===== config.mk =====
export PLATFORM = sky130hd
export DESIGN_NAME = exunit_custom_pipe
export DESIGN_NICKNAME = d
export VERILOG_FILES = /design/src/rtl/exunit_custom_pipe.sv
export SDC_FILE = /design/constraint.sdc
export NUM_CORES = 1
export LEC_CHECK = 0
export ABC_CLOCK_PERIOD_IN_PS = 3400
export CORE_ASPECT_RATIO = 1.1
export CORE_MARGIN = 10
export CORE_UTILIZATION = 44
export DETAILED_ROUTE_END_ITERATION = 7
export PLACE_DENSITY = 0.78
export SLEW_MARGIN = 20
export SYNTH_ARGS = -nofsm -noshare
export SYNTH_HDL_FRONTEND = slang
export SYNTH_SLANG_ARGS = --single-unit

===== constraint.sdc =====
create_clock -name clk -period 3.4 [get_ports clk]
set_input_delay 0.85 -clock clk [delete_from_list [all_inputs] [get_ports clk]]
set_output_delay 0.85 -clock clk [all_outputs]
set_load 0.01 [all_outputs]

===== src/rtl/exunit_custom_pipe.sv =====
// Pipelined custom-op execution unit: bit-count/byte-reverse/min-max ops carried through
// LATENCY stages with branch squash and speculation clear. Optional counters: EXUNIT_CUSTOM_STAT_EN.
module exunit_custom_pipe #(
    parameter int DATA_LEN    = 32,
    parameter int LATENCY     = 2,
    parameter int SPECTAG_LEN = 5,
    parameter int RRF_SEL     = 6
) (
    input  logic                   clk,
    input  logic                   reset,
    input  logic                   issue,
    input  logic [DATA_LEN-1:0]    ex_src1,
    input  logic [DATA_LEN-1:0]    ex_src2,
    input  logic [DATA_LEN-1:0]    imm,
    input  logic                   src_b_sel,
    input  logic [2:0]             funct3,
    input  logic                   dstval,
    input  logic [RRF_SEL-1:0]     rrftag,
    input  logic [SPECTAG_LEN-1:0] spectag,
    input  logic                   specbit,
    input  logic                   prmiss,
    input  logic                   prsuccess,
    input  logic [SPECTAG_LEN-1:0] spectagfix,
    output logic [DATA_LEN-1:0]    result,
    output logic [RRF_SEL-1:0]     result_rrftag,
    output logic                   rrf_we,
    output logic                   rob_we,
    output logic                   kill_speculative
`ifdef EXUNIT_CUSTOM_STAT_EN
    ,
    output logic [31:0]            stat_done,
    output logic [31:0]            stat_killed
`endif
);

    function automatic logic tag_hit(input logic [SPECTAG_LEN-1:0] tag,
                                     input logic [SPECTAG_LEN-1:0] fix);
        return |(tag & fix);
    endfunction

    logic [DATA_LEN-1:0] src_b;
    logic [DATA_LEN-1:0] op_result;

    assign src_b = src_b_sel ? imm : ex_src2;

    always_comb begin
        op_result = '0;
        case (funct3)
            3'b000: begin
                for (int i = 0; i < DATA_LEN; i++)
                    op_result = op_result + DATA_LEN'(ex_src1[i]);
            end
            3'b001: begin
                op_result = DATA_LEN'(DATA_LEN);
                for (int i = 0; i < DATA_LEN; i++)
                    if (ex_src1[i]) op_result = DATA_LEN'(DATA_LEN - 1 - i);
            end
            3'b010: begin
                op_result = DATA_LEN'(DATA_LEN);
                for (int i = DATA_LEN - 1; i >= 0; i--)
                    if (ex_src1[i]) op_result = DATA_LEN'(i);
            end
            3'b011: begin
                for (int i = 0; i < DATA_LEN / 8; i++)
                    op_result[8*i +: 8] = ex_src1[DATA_LEN-8-8*i +: 8];
            end
            3'b100: op_result = ($signed(ex_src1) < $signed(src_b)) ? ex_src1 : src_b;
            3'b101: op_result = ($signed(ex_src1) > $signed(src_b)) ? ex_src1 : src_b;
            3'b110: op_result = (ex_src1 < src_b) ? ex_src1 : src_b;
            3'b111: op_result = (ex_src1 > src_b) ? ex_src1 : src_b;
        endcase
    end

    // Index 0 is stage 1; index LATENCY-1 drives the writeback outputs.
    logic [LATENCY-1:0]     st_valid, st_dst, st_specbit, stg_kill;
    logic [DATA_LEN-1:0]    st_result  [LATENCY];
    logic [RRF_SEL-1:0]     st_rrftag  [LATENCY];
    logic [SPECTAG_LEN-1:0] st_spectag [LATENCY];

    logic [LATENCY-1:0]     nxt_valid, nxt_dst, nxt_specbit;
    logic [DATA_LEN-1:0]    nxt_result  [LATENCY];
    logic [RRF_SEL-1:0]     nxt_rrftag  [LATENCY];
    logic [SPECTAG_LEN-1:0] nxt_spectag [LATENCY];

    // prmiss wins over a (illegal) simultaneous prsuccess, so specbit is only cleared without prmiss.
    logic clr_spec;
    assign clr_spec = prsuccess & ~prmiss;

    assign kill_speculative = issue & specbit & prmiss & tag_hit(spectag, spectagfix);

    always_comb begin
        for (int i = 0; i < LATENCY; i++)
            stg_kill[i] = prmiss & st_specbit[i] & tag_hit(st_spectag[i], spectagfix);
    end

    always_comb begin
        nxt_valid      = '0;
        nxt_dst        = '0;
        nxt_specbit    = '0;
        nxt_result[0]  = op_result;
        nxt_rrftag[0]  = rrftag;
        nxt_spectag[0] = spectag;
        nxt_valid[0]   = issue & ~kill_speculative;
        nxt_dst[0]     = dstval;
        nxt_specbit[0] = specbit & ~(clr_spec & tag_hit(spectag, spectagfix));
        for (int i = 1; i < LATENCY; i++) begin
            nxt_result[i]  = st_result[i-1];
            nxt_rrftag[i]  = st_rrftag[i-1];
            nxt_spectag[i] = st_spectag[i-1];
            nxt_dst[i]     = st_dst[i-1];
            nxt_valid[i]   = st_valid[i-1] & ~stg_kill[i-1];
            nxt_specbit[i] = st_specbit[i-1] & ~(clr_spec & tag_hit(st_spectag[i-1], spectagfix));
        end
    end

    always_ff @(posedge clk or posedge reset) begin
        if (reset) begin
            st_valid   <= '0;
            st_dst     <= '0;
            st_specbit <= '0;
            for (int i = 0; i < LATENCY; i++) begin
                st_result[i]  <= '0;
                st_rrftag[i]  <= '0;
                st_spectag[i] <= '0;
            end
        end else begin
            st_valid   <= nxt_valid;
            st_dst     <= nxt_dst;
            st_specbit <= nxt_specbit;
            for (int i = 0; i < LATENCY; i++) begin
                st_result[i]  <= nxt_result[i];
                st_rrftag[i]  <= nxt_rrftag[i];
                st_spectag[i] <= nxt_spectag[i];
            end
        end
    end

    assign rob_we        = st_valid[LATENCY-1] & ~stg_kill[LATENCY-1];
    assign rrf_we        = rob_we & st_dst[LATENCY-1];
    assign result        = st_result[LATENCY-1];
    assign result_rrftag = st_rrftag[LATENCY-1];

`ifdef EXUNIT_CUSTOM_STAT_EN
    logic [31:0] kill_cnt;

    always_comb begin
        kill_cnt = 32'(kill_speculative);
        for (int i = 0; i < LATENCY; i++)
            kill_cnt = kill_cnt + 32'(st_valid[i] & stg_kill[i]);
    end

    always_ff @(posedge clk or posedge reset) begin
        if (reset) begin
            stat_done   <= '0;
            stat_killed <= '0;
        end else begin
            if (rob_we) stat_done <= stat_done + 32'd1;
            stat_killed <= stat_killed + kill_cnt;
        end
    end
`endif

endmodule

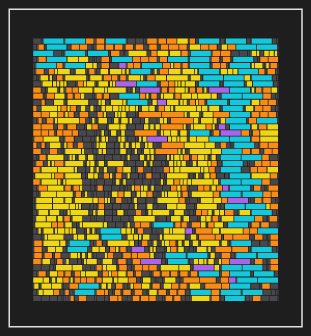
Figure 1: placement by cell class.
Fill, decap, tap and diode cells in grey.
cyan -> flip-flops  # cells 92
orange -> other buffers and delay cells  # cells 310
purple -> clock drivers and dummy loads  # cells 16
yellow -> all other logic  # cells 442

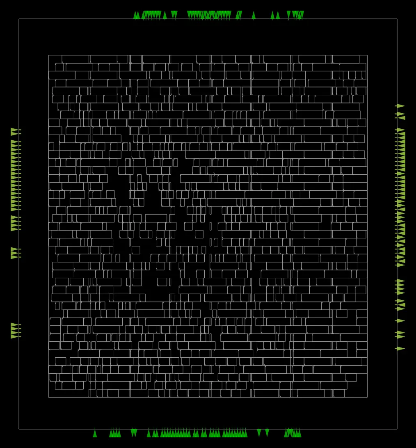
Figure 2: placed standard cells.
Layout Utilization: 76.1%
filler cell count: 852
sequential share of cell area: 23.7%
Rows: 43

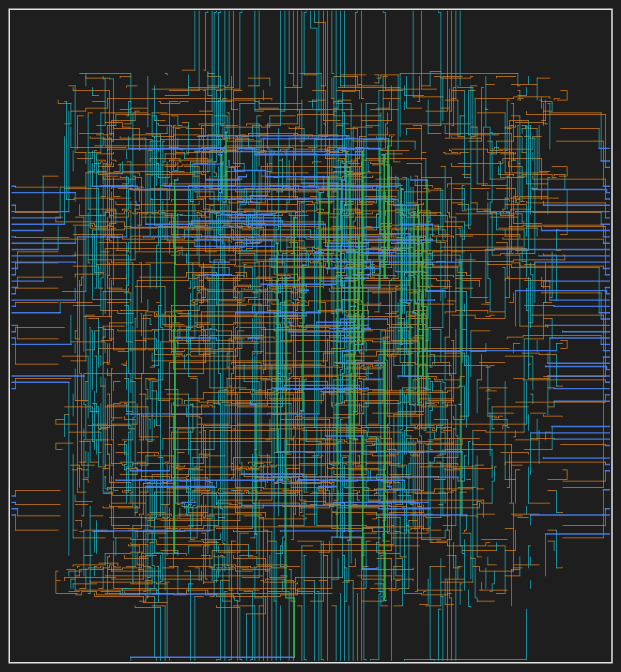
Figure 3: wiring by layer.
green -> met4  # wire length 1070 um
blue -> met3  # wire length 2080 um
orange -> met1  # wire length 9230 um
cyan -> met2  # wire length 12000 um

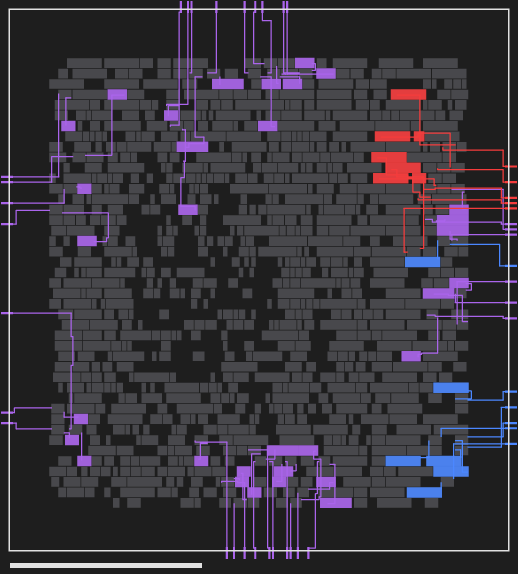
Figure 4: port wiring.
Bar = 50 um.
blue -> result_rrftag  # bits 6, direction output, end cells 6, buffers 6, wire 144 um
purple -> imm  # bits 32, direction input, end cells 32, buffers 32, wire 1010 um
red -> spectag  # bits 5, direction input, end cells 7, buffers 5, wire 257 um

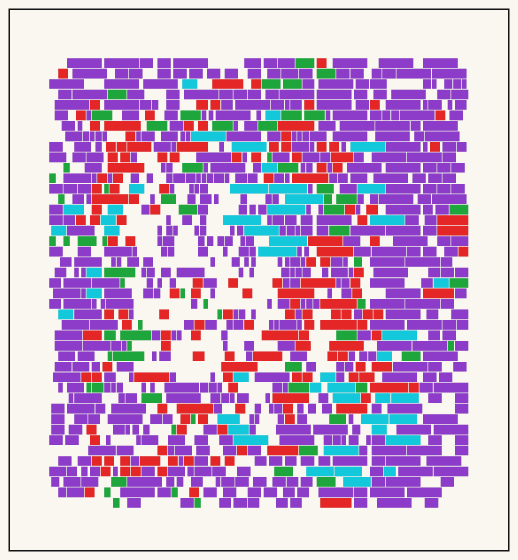
Figure 5: cell sizes after repair.
purple -> drive 1 or less  # cells 591, share 69%
green -> drive 2  # cells 65, share 7.6%
cyan -> drive 6 and up  # cells 47, share 5.5%
red -> drive 3 to 4  # cells 157, share 18%

[power breakdown]
group	leakage (nW)	switching [mW]	internal, mW
clock	0.141	0.466	0.515
sequential	1.15	0.0487	1.24
combinational	3.11	1.24	1.39
total	4.40	1.75	3.15
[worst register-to-register path, stage by stage (launching register included)]
cell      delay [ns]
dfrtp_1         0.39
a222oi_1        0.38
nand2_1         0.12
a21boi_0        0.18
[per-stage QoR]
step	area [um2]	power, mW
2_1_floorplan	6020	2.53
3_3_place_gp	8610	3.37
3_5_place_dp	8610	3.47
4_1_cts	9430	4.73
5_1_grt	9700	5.19
6_report	9700	4.90
[how the worst max path moves through the flow]
| stage | end | slack, ns |
|---|---|---|
| 2_1_floorplan | nxt_result[4] | -1.72 |
| 3_3_place_gp | nxt_result[4] | -2.35 |
| 3_5_place_dp | nxt_result[4] | -2.46 |
| 4_1_cts | nxt_result[4] | -1.68 |
| 5_1_grt | nxt_result[4] | -1.83 |
| 6_report | nxt_result[4] | -1.72 |
[layer usage]
| metal | global-route usage (%) | vias up | wire length, um |
|---|---|---|---|
| li1 | - | 2654 | - |
| met1 | 31.0 | 2864 | 9230 |
| met2 | 44.4 | 335 | 12000 |
| met3 | 6.38 | 71 | 2080 |
| met4 | 11.0 | 0 | 1070 |
| met5 | 0 | - | 0 |
[registers in the layout, indices dropped and copies added (netlist names)]
name	cells
nxt_result	32
result	32
nxt_rrftag	6
result_rrftag	6
nxt_spectag	5
st_spectag	5
st_dst	2
st_specbit	2
st_valid	2
[layout make-up]
cell class              instances  area, um2  share of cell area, %
flip-flops and latches         92       2300                   23.7
inverters                      55        208                   2.14
repair buffers                310       2990                   30.8
well taps                     157        196                   2.02
clock inverters                 7       70.1                  0.722
clock buffers                   9        225                   2.32
multi-input cells             387       3720                   38.3
[cell usage in the layout (no fill, tap or decap), types with 9 or more instances in the layout]
master,n
buf_4,119
clkdlybuf4s50_1,109
dfrtp_1,92
nand2_1,56
inv_1,41
ha_1,37
dlygate4sd2_1,30
a21oi_1,28
fa_1,21
nor2_1,20
buf_6,16
o21ai_0,15
mux2i_2,14
o221ai_2,14
inv_2,13
o221ai_4,13
mux2i_1,11
a211oi_1,10
nor4_1,9
clkbuf_16,9
buf_2,9
buf_12,9
[cell families (layout without fill, tap and decap cells)]
| family | after synthesis | count (layout) | synth area share [%] |
|---|---|---|---|
| AND-OR/OR-AND | 148 | 148 | 19.5 |
| buffers and inverters | 75 | 381 | 5.54 |
| XOR/XNOR | 2 | 2 | 0.303 |
| flip-flops | 92 | 92 | 39.8 |
| multiplexers | 34 | 34 | 6.12 |
| AND/OR/NAND/NOR | 138 | 138 | 11.6 |
| adder cells (fa/ha/maj) | 65 | 65 | 17.2 |
[timing repair]
action,in CTS,in global routing
gates cloned,7,0
pin swaps,36,31
setup buffers,18,6
gates resized,171,39
endpoints found under the setup margin,34,34
==> flow_summary.toml <==
# generated from flow reports
[floorplanning]
core_area_um2 = 12800
pin_count = 164
chip_area_um2 = 18100
fp_util_pct = 45.4
dieWidth_um = 129

[outcome]
violations = "setup timing"
status = "finished, violations left"

[worst_setup_path]
crit_slowest_cell = "fa_1"
worst_r2r_startpoint = "nxt_spectag[0]"
critPathArrivalTime_ns = 5.35
worst-path-buf-inv = 7
critPathTopFamily = "adder cells"
critPathLaunch = "ex_src1[21]"
critPathMaxStageDelay_ns = 0.56
startpoint_type = "primary input"
cp_num_cells = 20
worstPathCellList = "buf_8, fa_1, inv_2, fa_1, inv_2, fa_1, inv_1, fa_2, fa_1, fa_2, inv_2, ha_4, inv_2, fa_2, inv_2, a21o_1, a21oi_2, xnor2_1, a21oi_1, o221ai_2"
cp.required_ns = 3.63
rrSetupSlack_ns = 2.25
path_common_cell = "inv_2"
critPathKind = "in2reg"

[layout]
syn_to_final_growth_pct = 67.7

[timing]
period_minus_slack_ns = 5.12
layout_setup_ws_ns = -1.72
max_slew_margin_pct = 51.7
report.final.slew_viol_count = 0
final-setup-viol-count = 32

[yosys]
dominantRegCellSynth = "dfrtp_1"
synth.cell_area_um2 = 5790
edf_count = 0
postSynthSeqShare_pct = 39.8
common_cells = "92 x dfrtp_1, 58 x nand2_1, 55 x inv_1"
synth_cells = 554
syn_area_per_cell_um2 = 10.4

[place]
place_congestion = 0.954
dp_cells = 973
dp_worst_setup_slack_ns = -2.46
numPortBuffers = 163
dpl.hpwl_mm = 18.1

[clock_network]
clk_pin_slew_ns = 0.07
cts_buffers = 9

[route]
wire_per_inst_um = 24.0
vias = 5924
dr.first_iter.drc_count = 565

[power_and_ir_drop]
power_density_nw_per_um2 = 505
leakagePower_nw = 4.40

[global_route]
grt_use_total_pct = 26.3
grt_pass1_vias = 6369

[job]
maxCapViolCount = 0

[worst_hold_path]
hold-path-cell-count = 0
Power figures rest on the tool's default switching activity, not on a simulated workload.
